==> config.mk <==
export PLATFORM = sky130hd
export DESIGN_NAME = fifo_frame_reader
export DESIGN_NICKNAME = d
export VERILOG_FILES = /design/src/rtl/fifo_frame_pkg.sv /design/src/rtl/fifo_rd_skid.sv /design/src/rtl/fifo_frame_reader.sv
export SDC_FILE = /design/constraint.sdc
export NUM_CORES = 1
export LEC_CHECK = 0
export CAP_MARGIN = 40
export CORE_AREA = 2 2 109 111
export CTS_CLUSTER_DIAMETER = 120
export DETAILED_ROUTE_END_ITERATION = 12
export DIE_AREA = 0 0 111 113
export GPL_TIMING_DRIVEN = 0
export PLACE_DENSITY = 0.8
export RECOVER_POWER = 100
export SYNTH_ARGS = -nofsm -noshare
export SYNTH_HDL_FRONTEND = slang
export SYNTH_SLANG_ARGS = --single-unit
==> constraint.sdc <==
create_clock -name clk_i -period 2.55 [get_ports clk_i]
set_input_delay 0.51 -clock clk_i [delete_from_list [all_inputs] [get_ports clk_i]]
set_output_delay 0.51 -clock clk_i [all_outputs]
set_load 0.01 [all_outputs]
Figure 1. Where the registers sit.
(4 px per µm)
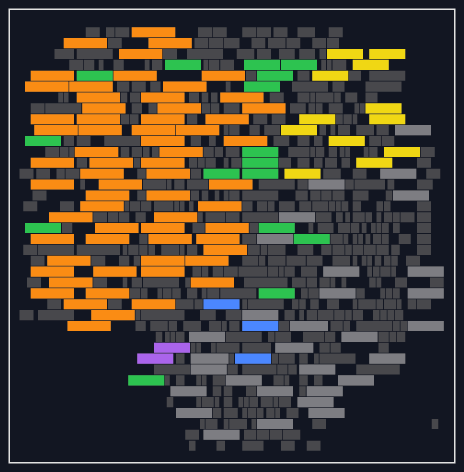
| colour | name in the netlist | placed flops |
|---|---|---|
| yellow | `frame_cnt_o` | 12 |
| green | `u_skid.head_o` | 16 |
| orange | `u_skid.mem_q` | 64 |
| blue | `u_skid.occupancy_o` | 3 |
| purple | `u_skid.wr_ptr_q` | 2 |
not coloured: 30
Seq group: 2.67 mW
post-layout util: 65.9%
FF+latch area: 3500 µm²

Figure 2. Metal 2.
(2 px per µm)
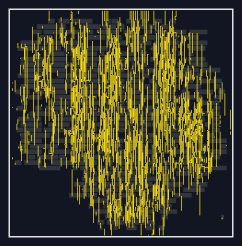
longest straight run: 53.4 µm
share of all routed wire: 52%
wire length on this layer: 7160 µm
main direction: vertical
via count: 4177
final wirelength: 13600 µm

Figure 3. Zoomed window.
Window x 36 to 76, y 59 to 99 µm. Cells in grey, sequential cells in the stronger grey; small squares are vias.
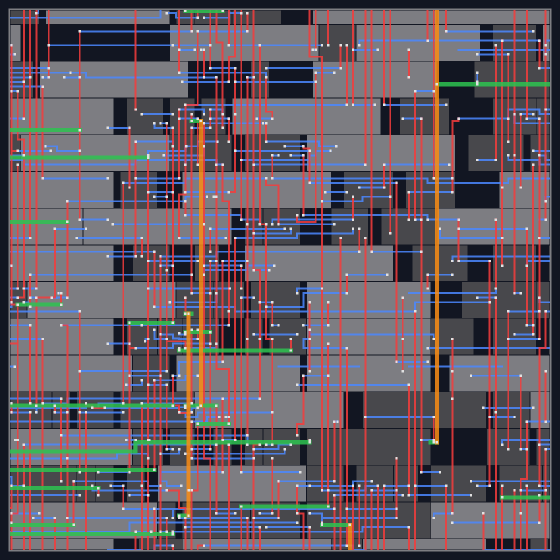
| colour | layer |
|---|---|
| blue | metal 1 |
| red | metal 2 |
| green | metal 3 |
| orange | metal 4 |
cells with their middle in the window: 94
most frequent: edfxtp_1 (18), dfrtp_1 (9)
sequential cells in the window: 27

Figure 4. Gate-type map.
(4 px per µm)
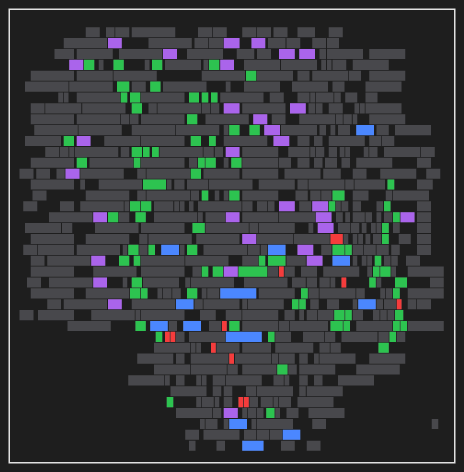
| colour | family | cells | most used |
|---|---|---|---|
| green | aoi and oai cells | 84 | o21ai_0 |
| purple | mux cells | 31 | mux2i_1 |
| blue | fa/ha/maj cells | 13 | ha_1 |
| red | inv cells | 11 | inv_1 |
most frequent logic cell in the layout: edfxtp_1
multi-input combinational area share: 30.4%
fin cells: 717

==> impl_metrics.ini <==
; generated from flow reports
[critical_path]
slowest_delay_ps = 400
cp.depth = 12
rrSetupSlack_ps = 30
worstPathRequired_ps = 2880
critPathSlowestCell = dfrtp_1
r2r_cells = 12
start_kind = flip-flop

[synth]
floorplan.nets = 508
ys_ff = 127
synth-warning-count = 0
syn_avg_cell_area_um2 = 12.2
syn_area_um2 = 5790
enable_flop_cells = 64
topCellsByArea = edfxtp_1, dfrtp_1, mux2i_1
top_logic_kind = simple AND/OR/NAND/NOR gates
syn_inst = 474
async_flop_share_pct = 49.6
synthMuxAreaShare_pct = 5.64

[pwr]
power_density_nw_per_um2 = 1100
seq_power_share_pct = 32.8
combPwrFrac_pct = 35.8
total_power_mw = 8.16
clk-power_mw = 2.56
powerComb_mw = 2.92

[finish]
largest_reg_flops = 64
ff_count = 127
clock_buffers = 20
seq_area_share_pct = 47.1
n_all_buffers = 90
antenna_cells = 0
lay_top_cells = edfxtp_1, dfrtp_1, nand2_1
combGateArea_um2 = 2260
nonClkBufAreaFrac_pct = 11.0
finalInstanceArea_um2 = 7430

[cts]
cts_buffers = 17
clock_latency_ps = 420
post-cts-setup-buffers = 13
clk_path_buf_depth = 2
hold_buffers = 0
clkSinkCount = 127
cts_tree = built
htree_num_levels = 4

[floorplan]
fp_util_pct = 51.4
taps = 143
dieArea_um2 = 12500
fp.dieW_um = 111

[outcome]
outcome = complete, but fails checks
violations = max-capacitance violations, max-slew violations

[placement]
gp_congestion = 0.844
dp.cells = 669
placed_area_um2 = 6500
io_buffers = 52

[flow_run]
maxCapViolCount = 1
warning_count = 32

[final_timing]
rsz0062_at_grt = true
min_period_ps = 2520
hold_ws_ps = 496
clock.fmax_mhz = 397
finalHoldViolCount = 0
tns_ps = 0
setup_viol = 0
max_slew_margin_pct = -9.86
drv_slew = 64

[hold_path]
min-delay-path-class = in -> async

[grt]
antenna_found_initial = 0
grt_busiest_layer = met2
grt_pass1_vias = 4218
grt_overflow_total = 0
grt_use_met2_pct = 38.6
grt_max_degree = 64

[drt]
wl_per_cell_um = 19.0
routed.top_layer = met4
wl_met3_um = 745
drt-met1-wl_um = 5540
Power is estimated from default activity; no workload was simulated.
